$ cat config.mk
export PLATFORM = sky130hd
export DESIGN_NAME = seq_counter_ctrl
export DESIGN_NICKNAME = d
export VERILOG_FILES = /design/src/rtl/seq_counter_ctrl.sv
export SDC_FILE = /design/constraint.sdc
export NUM_CORES = 1
export LEC_CHECK = 0
export CORE_UTILIZATION = 41
export DETAILED_ROUTE_END_ITERATION = 10
export GPL_TIMING_DRIVEN = 0
export PLACE_DENSITY = 0.7
export REMOVE_ABC_BUFFERS = 1
export SYNTH_ARGS = -nofsm -noshare
export SYNTH_HDL_FRONTEND = slang
export SYNTH_SLANG_ARGS = --single-unit
$ cat constraint.sdc
create_clock -name clk -period 2.2 [get_ports clk]
set_input_delay 0.66 -clock clk [delete_from_list [all_inputs] [get_ports clk]]
set_output_delay 0.66 -clock clk [all_outputs]
set_load 0.01 [all_outputs]
$ cat src/rtl/seq_counter_ctrl.sv
// seq_counter_ctrl: run/pause/abort controller for the bounded sequence counter.
// Owns the programmable low/high bounds and the loop budget, and produces
// count plus one-cycle wrap/done pulses for downstream sequencing.
// Optional build macro: SEQ_CTRL_DOWN_EN adds cfg_down to select down-counting.
//
// state    | meaning
// ---------+----------------------------------------------------------
// ST_IDLE  | stopped; config accepted, start honoured, count parked
// ST_RUN   | counting one step per cycle between the bounds
// ST_PAUSE | count frozen until pause drops or abort arrives
module seq_counter_ctrl #(
  parameter int WIDTH   = 3,
  parameter int LOOPS_W = 8,
  parameter int DEF_LO  = 2,
  parameter int DEF_HI  = 6
) (
  input  logic               clk,
  input  logic               rst,
  input  logic               cfg_valid,
  output logic               cfg_ready,
  input  logic [WIDTH-1:0]   cfg_lo,
  input  logic [WIDTH-1:0]   cfg_hi,
  input  logic [LOOPS_W-1:0] cfg_loops,
`ifdef SEQ_CTRL_DOWN_EN
  input  logic               cfg_down,
`endif
  output logic               cfg_err,
  input  logic               start,
  input  logic               pause,
  input  logic               abort,
  output logic [WIDTH-1:0]   count,
  output logic               wrap,
  output logic               done,
  output logic               busy
);

  typedef enum logic [1:0] {
    ST_IDLE  = 2'd0,
    ST_RUN   = 2'd1,
    ST_PAUSE = 2'd2
  } state_t;

  state_t             r_state;
  logic [WIDTH-1:0]   r_lo;
  logic [WIDTH-1:0]   r_hi;
  logic [WIDTH-1:0]   r_count;
  logic [LOOPS_W-1:0] r_loops;
  logic [LOOPS_W-1:0] r_loop_cnt;
  logic               r_wrap;
  logic               r_done;
  logic               r_cfg_err;

  logic               w_down;
  logic               w_cfg_down;
  logic               w_cfg_ok;
  logic [WIDTH-1:0]   w_cfg_start;
  logic [WIDTH-1:0]   w_restart;
  logic [WIDTH-1:0]   w_step;
  logic               w_at_end;
  logic               w_in_range;
  logic [LOOPS_W:0]   w_loop_inc;
  logic               w_terminal;
  logic [LOOPS_W-1:0] w_loop_sat;

`ifdef SEQ_CTRL_DOWN_EN
  logic r_down;

  // Direction flag, captured only together with an accepted config.
  always_ff @(posedge clk or posedge rst) begin
    if (rst) begin
      r_down <= 1'b0;
    end else if (r_state == ST_IDLE && cfg_valid && w_cfg_ok) begin
      r_down <= cfg_down;
    end
  end

  assign w_down     = r_down;
  assign w_cfg_down = cfg_down;
`else
  assign w_down     = 1'b0;
  assign w_cfg_down = 1'b0;
`endif

  // Step decode: the "end" of the sequence is hi when counting up and lo when
  // counting down; restart is where the count lands after wrap/abort/recovery.
  always_comb begin
    w_cfg_ok    = (cfg_lo <= cfg_hi);
    w_cfg_start = w_cfg_down ? cfg_hi : cfg_lo;
    w_restart   = w_down ? r_hi : r_lo;
    w_at_end    = w_down ? (r_count == r_lo) : (r_count == r_hi);
    w_in_range  = w_down ? ((r_count > r_lo) && (r_count <= r_hi))
                         : ((r_count >= r_lo) && (r_count < r_hi));
    w_step      = w_down ? (r_count - 1'b1) : (r_count + 1'b1);
    // One extra bit so the budget compare cannot alias when loop_cnt is at max.
    w_loop_inc  = {1'b0, r_loop_cnt} + 1'b1;
    w_terminal  = (r_loops != '0) && (w_loop_inc == {1'b0, r_loops});
    w_loop_sat  = (&r_loop_cnt) ? r_loop_cnt : w_loop_inc[LOOPS_W-1:0];
  end

  // Controller FSM with registered count and event pulses.
  always_ff @(posedge clk or posedge rst) begin
    if (rst) begin
      r_state    <= ST_IDLE;
      r_lo       <= WIDTH'(DEF_LO);
      r_hi       <= WIDTH'(DEF_HI);
      r_loops    <= '0;
      r_loop_cnt <= '0;
      r_count    <= WIDTH'(DEF_LO);
      r_wrap     <= 1'b0;
      r_done     <= 1'b0;
      r_cfg_err  <= 1'b0;
    end else begin
      r_wrap    <= 1'b0;
      r_done    <= 1'b0;
      r_cfg_err <= 1'b0;
      case (r_state)
        ST_IDLE: begin
          if (cfg_valid) begin
            if (w_cfg_ok) begin
              r_lo    <= cfg_lo;
              r_hi    <= cfg_hi;
              r_loops <= cfg_loops;
              r_count <= w_cfg_start;
            end else begin
              r_cfg_err <= 1'b1;
            end
          end
          // Count is already parked at the restart value, so start only
          // changes state; a same-cycle config has updated it above.
          if (start) begin
            r_state    <= ST_RUN;
            r_loop_cnt <= '0;
          end
        end
        ST_RUN: begin
          if (abort) begin
            r_state    <= ST_IDLE;
            r_count    <= w_restart;
            r_loop_cnt <= '0;
          end else if (pause) begin
            r_state <= ST_PAUSE;
          end else if (w_at_end) begin
            r_count    <= w_restart;
            r_wrap     <= 1'b1;
            r_loop_cnt <= w_loop_sat;
            if (w_terminal) begin
              r_done  <= 1'b1;
              r_state <= ST_IDLE;
            end
          end else if (w_in_range) begin
            r_count <= w_step;
          end else begin
            r_count <= w_restart;
          end
        end
        ST_PAUSE: begin
          if (abort) begin
            r_state    <= ST_IDLE;
            r_count    <= w_restart;
            r_loop_cnt <= '0;
          end else if (!pause) begin
            r_state <= ST_RUN;
          end
        end
        default: begin
          r_state <= ST_IDLE;
        end
      endcase
    end
  end

  assign cfg_ready = (r_state == ST_IDLE);
  assign busy      = (r_state != ST_IDLE);
  assign count     = r_count;
  assign wrap      = r_wrap;
  assign done      = r_done;
  assign cfg_err   = r_cfg_err;

endmodule

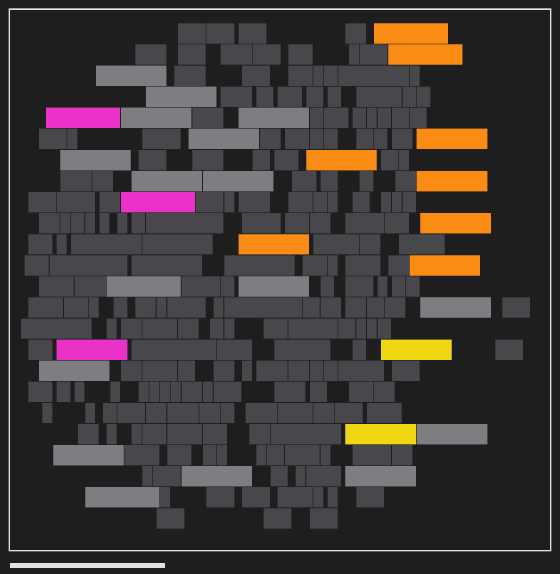
*Sequential cells coloured by netlist name, run 1*
The bar under the picture is 20 µm long. Other sequential cells in the stronger grey, the rest of the logic in the fainter grey.
signal	colour	placed flops
`r_loop_cnt`	orange	8
`r_hi`	magenta	3
`r_state`	yellow	2
not coloured	17

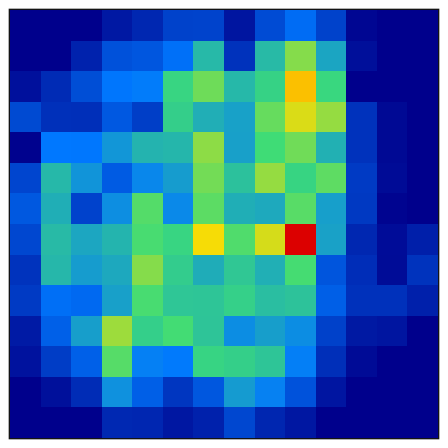
*Wire density map, run 1*
The die is cut into 14 by 14 equal tiles; dark blue is low, red is high, scaled to the fullest tile. Values are wire area over tile area, all layers added.
fullest tile	0.55
tiles over half the peak	13%
densest ninth of the die	centre

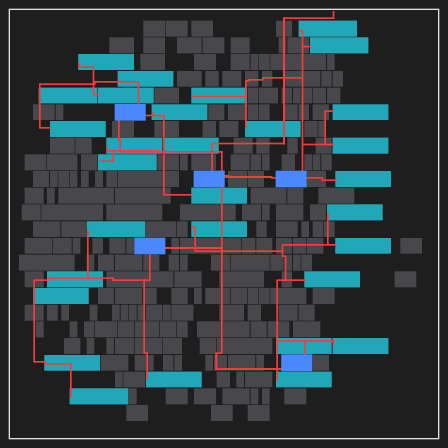
*Clock network drawn from the DEF, run 1*
[cells driving clock nets] blue | count: 5
[clock wires] red | length: 441 µm
[flip-flops] cyan | count: 30
routed clock nets	6
power share of the clock group: 0.162
Power Clock: 556 µW

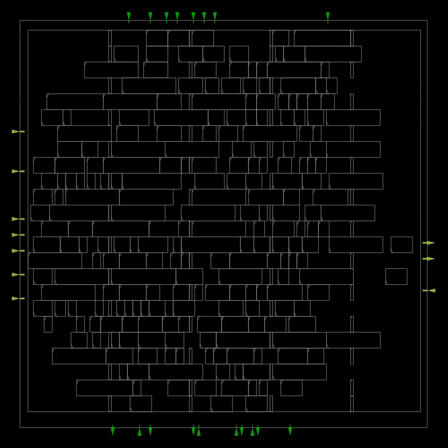
*Placed standard cells, run 1*
Filler cells: 360
number of core rows: 24
flop share of the area: 0.2844

==> Table 3: Implementation characteristics, run 1 <==
Characteristics after synthesis and place and route

Parameter                              Value

Status
  Outcome    finished, final reports clean

Finish
  Final nets    276
  Logic share of the area    0.4632
  Count of plain and timing-repair buffers    45
  Most common library cell in the layout ignoring fill and taps    dfrtp_1
  Final-layout clock-cell area share    0.04083
  Sequential cells    30
  Final core utilization    0.6082

Clocking
  Clock-pin slew of the registers on the worst-case setup and hold paths    0.07 ns
  Clock latency reported for the late side of the worst-skew pair    0.29 ns

STA
  Maximum clock frequency    0.4598 GHz
  Slew of the pin with the lowest slew margin    1.136 ns
  Final count of negative-setup-slack endpoints    0
  Total negative setup slack    0 ns

Global route
  Global routing usage on met2    0.2880

Worst setup path
  Total number of cells along the worst setup path    7
  Worst path top cell family by delay    AND-OR/OR-AND gates
  Highest cell delay on the worst timing path    0.53 ns
  Worst Path Class, Setup    reg -> reg
  Critical path startpoint    r_hi[1]$_DFFE_PP1P_

Hold path
  Worst hold start    r_lo[1]$_DFFE_PP1P_
  End point of the most critical hold path    r_lo[1]$_DFFE_PP1P_

Route
  Amount of wire on met3 after detailed routing    106 µm

Synthesis
  Most common cell in the netlist    dfrtp_1

Die
  Die area    4855 µm²
### Cell sizes after repair, run 1

The bar under the picture is 20 µm long.
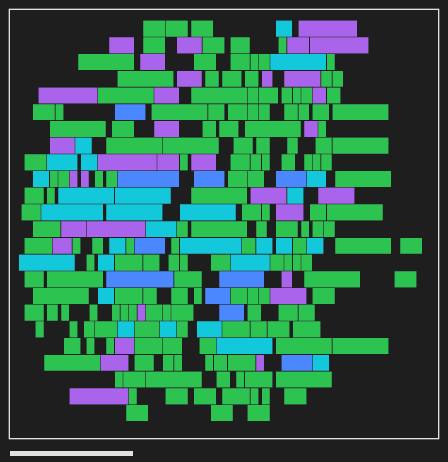

==> run 2: changes to the inputs <==
--- a/config.mk
+++ b/config.mk
@@ -7,8 +7,9 @@
 export LEC_CHECK = 0
 export CORE_UTILIZATION = 41
 export DETAILED_ROUTE_END_ITERATION = 10
+export GPL_ROUTABILITY_DRIVEN = 0
 export GPL_TIMING_DRIVEN = 0
-export PLACE_DENSITY = 0.7
+export PLACE_DENSITY = 0.66
 export REMOVE_ABC_BUFFERS = 1
 export SYNTH_ARGS = -nofsm -noshare
 export SYNTH_HDL_FRONTEND = slang
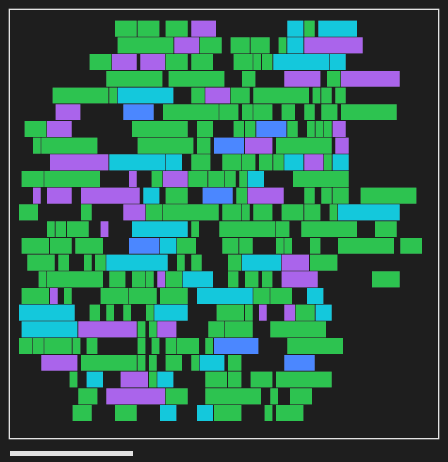
*Cell sizes after repair, run 2*
The bar under the picture is 20 µm long.
size	colour	cells	most used
drive 6 and up	blue	7	clkbuf_8
drive 3 to 4	cyan	29	buf_4
drive 1 or less	green	168	dfrtp_1
drive 2	purple	34	mux2_2
min setup slack post-route: -0.08805 ns
count of plain and timing-repair buffers: 41
P&R area growth vs syn: 39.17%
fin area: 2614 µm²

==> run 2 against run 1 <==
Against the previous run: the flow now finishes with violations (negative setup slack); core utilization decreased by 1.2 points; area after synthesis unchanged; setup slack got worse by 0.11 ns; cell area decreased by 2.0%; combinational power about the same; fmax decreased by 4.9%; largest cell class unchanged; clock-buffer cell count increased by 1; worst hold slack got worse by 0.0049 ns; flip-flop count unchanged; sequential share of layout area increased by 0.57 points.
==> Table 3: Implementation characteristics, run 2 <==
Characteristics after synthesis and place and route

Parameter                              Value

Status
  Outcome    complete, but fails checks
  Violated checks    negative setup slack

Pwr
  Power share of the clock group    0.142
  Power Clock    478 µW

Finish
  Final core utilization    0.5962
  Logic share of the area    0.4758
  Area of all sequential standard cells    758.2 µm²
  Most common library cell in the layout ignoring fill and taps    dfrtp_1
  Filler cells    376
  Final-layout clock-cell area share    0.03638

Die
  Height of the chip    69.68 µm
  Die area    4855 µm²

STA
  Slew of the pin with the lowest slew margin    1.163 ns
  Maximum clock frequency    0.4371 GHz
  Total negative setup slack    -0.08805 ns
  Min setup slack post-route    -0.08805 ns
  Final count of negative-setup-slack endpoints    1

Route
  Amount of wire on met3 after detailed routing    144 µm

Worst setup path
  Highest cell delay on the worst timing path    0.48 ns
  Worst Path Class, Setup    reg -> reg
  Total number of cells along the worst setup path    9
  Critical path startpoint    count[0]$_DFFE_PP0P_
  Worst path top cell family by delay    AND-OR/OR-AND gates

Clocking
  Clock latency reported for the late side of the worst-skew pair    0.29 ns
  Clock-pin slew of the registers on the worst-case setup and hold paths    0.07 ns

Synthesis
  Library cell occupying the most area in the post-synthesis netlist    dfrtp_1
  Most common cell in the netlist    dfrtp_1
  Area fraction in mux cells    0.07062
  Area share of the largest cell type after synthesis    0.3464
  Yosys-reported design area after synthesis    1878 µm²

Hold path
  End point of the most critical hold path    r_hi[1]$_DFFE_PP1P_
  Worst hold start    r_hi[1]$_DFFE_PP1P_

Global route
  Global routing usage on met2    0.3042
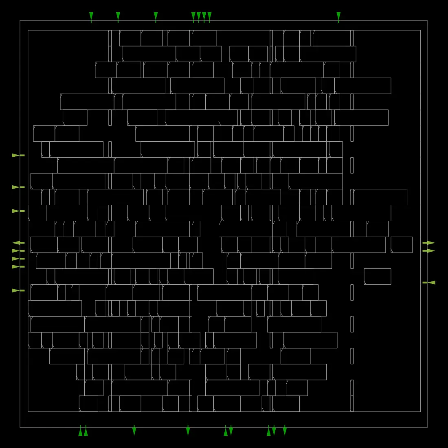
*Placed standard cells, run 2*
area inside the core boundary: 4384 µm²
count of placed standard cells in the final layout, fillers left out: 290
sequential cells: 30
flop share of the area: 0.2901
tap cells: 52

Power figures rest on the tool's default switching activity, not on a simulated workload.
